[config.mk]
export PLATFORM = sky130hd
export DESIGN_NAME = uart_rx_fifo
export DESIGN_NICKNAME = d
export VERILOG_FILES = /design/src/rtl/uart_rx_fifo.sv
export SDC_FILE = /design/constraint.sdc
export NUM_CORES = 1
export LEC_CHECK = 0
export CORE_ASPECT_RATIO = 0.8
export CORE_MARGIN = 2
export CORE_UTILIZATION = 62
export CTS_BUF_LIST = sky130_fd_sc_hd__clkbuf_4
export CTS_CLUSTER_DIAMETER = 150
export DETAILED_ROUTE_END_ITERATION = 10
export PLACE_DENSITY = 0.92
export SYNTH_ARGS = -nofsm -noshare
export SYNTH_HDL_FRONTEND = slang
export SYNTH_SLANG_ARGS = --single-unit
[constraint.sdc]
create_clock -name clk -period 3.7 [get_ports clk]
set_input_delay 0.74 -clock clk [delete_from_list [all_inputs] [get_ports clk]]
set_output_delay 0.74 -clock clk [all_outputs]
set_load 0.01 [all_outputs]
[src/rtl/uart_rx_fifo.sv]
// UART receiver with a 2-flop RX synchroniser and a mid-bit sampling FSM.
// Frames land in a small FIFO with per-entry parity/framing flags and a sticky overrun flag.
module uart_rx_fifo #(
    parameter int DATA_BITS  = 8,
    parameter int BAUD_DIV   = 2604,
    parameter int PARITY_EN  = 0,
    parameter int PARITY_ODD = 0,
    parameter int STOP_BITS  = 1,
    parameter int FIFO_DEPTH = 4
) (
    input  logic                        clk,
    input  logic                        rst,
    input  logic                        RX,
    input  logic                        rd_en,
    input  logic                        clr_err,
    output logic [DATA_BITS-1:0]        rx_data,
    output logic                        parity_err,
    output logic                        frame_err,
    output logic                        rdy,
    output logic                        overrun,
    output logic [$clog2(FIFO_DEPTH):0] fifo_cnt
);

    localparam int PTR_W   = $clog2(FIFO_DEPTH);
    localparam int CNT_W   = PTR_W + 1;
    localparam int ENTRY_W = DATA_BITS + 2;

    localparam logic [11:0]      HALF_DIV  = 12'(BAUD_DIV / 2);
    localparam logic [11:0]      FULL_DIV  = 12'(BAUD_DIV);
    localparam logic [3:0]       LAST_DATA = 4'(DATA_BITS - 1);
    localparam logic [3:0]       LAST_STOP = 4'(STOP_BITS - 1);
    localparam logic             ODD       = (PARITY_ODD != 0);
    localparam logic [CNT_W-1:0] DEPTH_CNT = CNT_W'(FIFO_DEPTH);

    typedef enum logic [2:0] {
        IDLE,
        START,
        DATA,
        PARITY,
        STOP,
        BREAK
    } state_e;

    state_e                 state_q, state_d;
    logic                   rx_meta_q, rx_s_q;
    logic [11:0]            baud_q, baud_d;
    logic [3:0]             bit_idx_q, bit_idx_d;
    logic [DATA_BITS-1:0]   shift_q, shift_d;
    logic                   par_err_q, par_err_d;
    logic                   frm_err_q, frm_err_d;
    logic                   push;
    logic                   tick;
    logic [ENTRY_W-1:0]     push_entry;

    logic [ENTRY_W-1:0]     mem_q [FIFO_DEPTH];
    logic [PTR_W-1:0]       wr_ptr_q, wr_ptr_d;
    logic [PTR_W-1:0]       rd_ptr_q, rd_ptr_d;
    logic [CNT_W-1:0]       cnt_q, cnt_d;
    logic                   overrun_q, overrun_d;
    logic                   empty, full, do_pop, do_push, drop;
    logic [ENTRY_W-1:0]     head;

    // NOTE: sequential state uses non-blocking (<=) so every flop samples pre-edge values.
    always_ff @(posedge clk) begin
        if (rst) begin
            rx_meta_q <= 1'b1;
            rx_s_q    <= 1'b1;
            state_q   <= IDLE;
            baud_q    <= '0;
            bit_idx_q <= '0;
            shift_q   <= '0;
            par_err_q <= 1'b0;
            frm_err_q <= 1'b0;
        end else begin
            rx_meta_q <= RX;
            rx_s_q    <= rx_meta_q;
            state_q   <= state_d;
            baud_q    <= baud_d;
            bit_idx_q <= bit_idx_d;
            shift_q   <= shift_d;
            par_err_q <= par_err_d;
            frm_err_q <= frm_err_d;
        end
    end

    // The down-counter lands on zero in this cycle: sample now and reload.
    assign tick = (baud_q == 12'd1);

    // NOTE: every variable gets a default first, so no path can infer a latch.
    always_comb begin
        state_d    = state_q;
        baud_d     = baud_q;
        bit_idx_d  = bit_idx_q;
        shift_d    = shift_q;
        par_err_d  = par_err_q;
        frm_err_d  = frm_err_q;
        push       = 1'b0;
        push_entry = {frm_err_q | ~rx_s_q, par_err_q, shift_q};

        if (state_q inside {START, DATA, PARITY, STOP}) begin
            baud_d = tick ? FULL_DIV : baud_q - 12'd1;
        end

        unique case (state_q)
            IDLE: begin
                if (!rx_s_q) begin
                    state_d = START;
                    baud_d  = HALF_DIV;
                end
            end
            START: begin
                if (tick) begin
                    bit_idx_d = '0;
                    par_err_d = 1'b0;
                    frm_err_d = 1'b0;
                    state_d   = rx_s_q ? IDLE : DATA;
                end
            end
            DATA: begin
                if (tick) begin
                    shift_d = {rx_s_q, shift_q[DATA_BITS-1:1]};
                    if (bit_idx_q == LAST_DATA) begin
                        bit_idx_d = '0;
                        state_d   = (PARITY_EN != 0) ? PARITY : STOP;
                    end else begin
                        bit_idx_d = bit_idx_q + 4'd1;
                    end
                end
            end
            PARITY: begin
                if (tick) begin
                    par_err_d = ((^shift_q) ^ rx_s_q) != ODD;
                    state_d   = STOP;
                end
            end
            STOP: begin
                if (tick) begin
                    frm_err_d = frm_err_q | ~rx_s_q;
                    if (bit_idx_q == LAST_STOP) begin
                        push    = 1'b1;
                        state_d = rx_s_q ? IDLE : BREAK;
                    end else begin
                        bit_idx_d = bit_idx_q + 4'd1;
                    end
                end
            end
            BREAK: begin
                if (rx_s_q) state_d = IDLE;
            end
            default: state_d = IDLE;
        endcase
    end

    assign empty   = (cnt_q == '0);
    assign full    = (cnt_q == DEPTH_CNT);
    assign do_pop  = rd_en & ~empty;
    assign do_push = push & (~full | do_pop);
    assign drop    = push & full & ~do_pop;

    always_comb begin
        wr_ptr_d  = wr_ptr_q;
        rd_ptr_d  = rd_ptr_q;
        cnt_d     = cnt_q;
        overrun_d = overrun_q;
        if (do_push) wr_ptr_d = wr_ptr_q + PTR_W'(1);
        if (do_pop)  rd_ptr_d = rd_ptr_q + PTR_W'(1);
        if (do_push && !do_pop)      cnt_d = cnt_q + CNT_W'(1);
        else if (!do_push && do_pop) cnt_d = cnt_q - CNT_W'(1);
        if (drop)         overrun_d = 1'b1;
        else if (clr_err) overrun_d = 1'b0;
    end

    always_ff @(posedge clk) begin
        if (rst) begin
            wr_ptr_q  <= '0;
            rd_ptr_q  <= '0;
            cnt_q     <= '0;
            overrun_q <= 1'b0;
        end else begin
            wr_ptr_q  <= wr_ptr_d;
            rd_ptr_q  <= rd_ptr_d;
            cnt_q     <= cnt_d;
            overrun_q <= overrun_d;
        end
    end

    // NOTE: storage is not reset; outputs are masked while empty, so stale entries never show.
    always_ff @(posedge clk) begin
        if (do_push) mem_q[wr_ptr_q] <= push_entry;
    end

    assign head       = mem_q[rd_ptr_q];
    assign rx_data    = empty ? '0 : head[DATA_BITS-1:0];
    assign parity_err = ~empty & head[DATA_BITS];
    assign frame_err  = ~empty & head[DATA_BITS+1];
    assign rdy        = ~empty;
    assign overrun    = overrun_q;
    assign fifo_cnt   = cnt_q;

endmodule

congestion_map.png
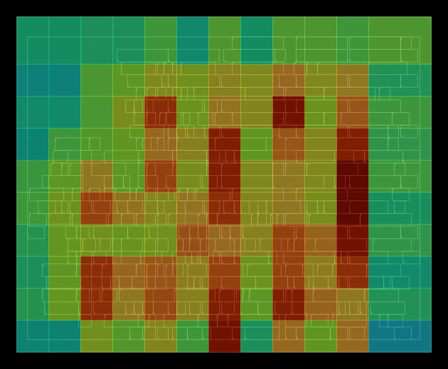
GRT met3 Usage: 0.0660
Most Crowded Layer GR: met2
WL/cell: 17.2 um
Global Route Usage Sum: 0.252

ff_map.png
(4 px per um)
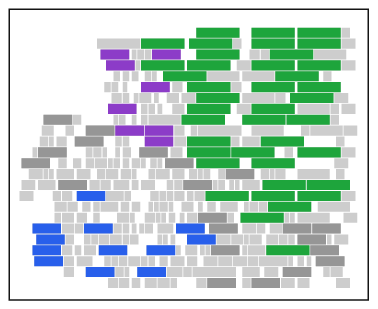
colour	netlist name	flops
green	`mem_q`	40
purple	`shift_q`	8
blue	`baud_q`	12
not coloured	21

sizing.png
(6 px per um)
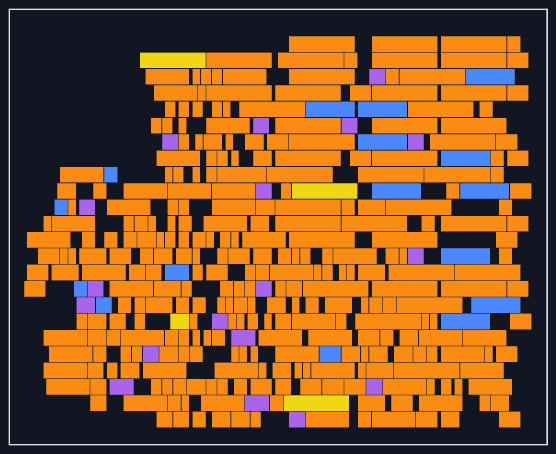
colour	size	cells
purple	x3 and x4	18
yellow	x6 and larger	4
orange	x1 and smaller	295
blue	x2	16

==> out/results.ini <==
[setup_path]
worst-path-max-fanout=9
path_cells=or4_4, or4_4, nor3_2, buf_4, ha_1, inv_1, fa_1, xor2_1, or3_1, a21oi_1
r2r_cells=10
worstSetupEndpointType=register
crit_arrival_ns=3.63
crit_top_cell=or4_4
required_ns=4.08
start_kind=register
cp_slowest_cell=or4_4

[yosys]
synthArstFlopShare=0
ys_types=47
yosys_cells=309
synth_area_mm2=0.00362
synth-edff-count=40
syn_nets=324
syn-instance-count=309
ys_ff=81
ys_seq_frac=0.559
syn_avg_cell_area_um2=11.7
yosysWarnings=0

[drt]
dr.pass1.iters=4
drt_iter0_drc=127
ant_nets=0
vias=2441
drcViolationCount=0
viasPerCell=5.94

[grt]
grt_pass1_wl_um=12000
overflow=0
antenna_found_initial=0
grt_max_degree=19

[sta]
clock_skew_ns=0.0229
slew_headroom=0.381
setup_violations=0
slew_violations=0
hold_violations=0
max_freq_mhz=308
tightest_slew_ns=0.920
rsz0062_at_grt=no
tns_ns=0

[hold_path]
whs_path_depth=1
hp-class=register to register

[cts]
cts_hold_buffers=0
cts_buffers=9
cts_setup_buffers=0
clkSinkCount=81
cts_buffer_depth=2
cts.repair.resized=0
cts_tree=yes

[floorplan]
io-pin-count=20
num_rows=24
fp.dieW_um=89.4
die_area_mm2=0.00647

[power_and_ir_drop]
leakagePower_nw=1.36
power_density_mw_per_mm2=585

[outcome]
status=finished clean

[layout]
drive_gt1_frac=0.114
antenna_cells=0
nets=343
syn_to_final_growth_pct=12.2

[place]
dpl.hpwl_um=4690

[flow_run]
cap_violations=0

m2.png
(4 px per um)
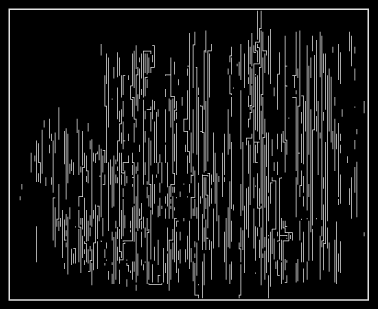
main direction	vertical
nets with wire on the layer	297
wire length on this layer	3550 um
longest straight run	45.9 um
share of all routed wire	50%

closeup.png
Region (32, 24) to (57, 49) um. Cells in grey, sequential cells in the stronger grey; small squares are vias.
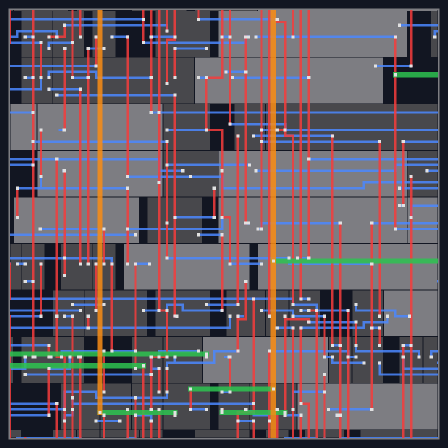
colour	layer
blue	M1
orange	M4
green	M3
red	M2
cells with their middle in the window	46
most frequent	a21oi_1 (6), edfxtp_1 (6)
netlist names of flops here include	`mem_q` (6), `shift_q` (2), `state_q` (2)
sequential cells in the window	11

[placed cells by master, fill, tap and decap left out, drive strengths merged, types with 3 or more instances in the layout]
cell,instances
a21oi,21
a31oi,3
and2,15
buf,3
bufinv,3
clkbuf,10
clkdlybuf4s50,19
dfxtp,41
edfxtp,40
ha,9
inv,10
mux2i,7
mux4,10
nand2,15
nand2b,10
nand3,14
nor2,25
nor3,6
nor4,6
o21a,3
o21ai,8
o31a,3
or2,4
or3,5
or4,4
xnor2,10
xor2,7
[metal layers]
layer,wire (um),GRT usage
met1,2950,0.326
met4,231,0.119
met2,3550,0.398
met5,0,0
met3,337,0.0660
[power breakdown]
group	switching [mW]	leakage, nW	total, mW	internal (mW)
clock	0.309	0.0972	0.663	0.353
combinational	0.308	0.563	0.647	0.339
sequential	0.0799	0.703	1.07	0.986
[metrics by stage]
stage	cells	hold slack, ns	power [mW]	util	instance area, um2
finish	411	0.425	2.37	0.734	4060
global route	411	0.433	2.51	0.734	4060
CTS	411	0.425	2.39	0.734	4060
detailed placement	395	0.396	1.72	0.700	3870
global placement	395	0.393	1.69	0.700	3870
floorplan	309	0.389	1.48	-	3620
[logic make-up after synthesis]
family	synth area share
compound gates	0.0789
xor+xnor	0.0474
fa+ha+maj	0.0367
buf+inv	0.0259
flops	0.559
mux	0.0847
simple gates	0.167
[critical path, delay by kind of cell (launching register included)]
family                     cells  cell delay [ns]
AOI/OAI and AO/OA              1             0.17
xor gates and xnor gates       1             0.18
adders and majority gates      2             0.56
buffers and inverters          2             0.24
DFF                            1             0.35
and+or+nand+nor                4             1.70
[sequential cells by signal, indices dropped and copies added (netlist names), 2 cells and up, named ones only]
signal     cells
baud_q        12
rd_ptr_q       2
state_q        3
wr_ptr_q       2
bit_idx_q      4
fifo_cnt       3
mem_q         40
shift_q        8
[final cells by class]
cell class,instances,area (um2),area share
timing repair buffer,22,213,0.0524
inverter,9,33.8,0.00833
tap,78,97.6,0.0241
clock inverter,6,115,0.0284
sequential,81,2020,0.498
clock buffer,10,75.1,0.0185
multi-input combinational,205,1500,0.370
[synthesized netlist by cell type (2+ instances only)]
cell	count	share of area
o21ai_0	8	0.011
nand4_1	2	0.0035
or4_4	3	0.0093
inv_1	9	0.0093
xor2_1	7	0.017
nor4_1	6	0.010
or3_1	4	0.0069
edfxtp_1	40	0.33
and2_1	15	0.026
a211oi_1	2	0.0041
nand2_1	15	0.016
xnor2_1	10	0.024
nand3_1	14	0.019
or2_2	3	0.0052
dfxtp_1	41	0.23
ha_1	9	0.031
mux4_2	10	0.062
clkbuf_1	12	0.012
nor2_1	25	0.026
o31ai_1	2	0.0041
a31oi_1	3	0.0052
o21a_1	3	0.0062
o31a_1	3	0.0073
nand2b_1	10	0.017
a21oi_1	21	0.029
nor3_1	5	0.0069
mux2i_1	7	0.019
[path summary, 6_finish.rpt]
kind | from | endpoint | slack, ns
worst max-delay path | baud_q[4] | fifo_cnt[2] | 0.45
worst min-delay path | rx_meta_q | rx_s_q | 0.42
worst max register to register | baud_q[4] | fifo_cnt[2] | 0.45
worst min register to register | rx_meta_q | rx_s_q | 0.42
Power figures rest on the tool's default switching activity, not on a simulated workload.
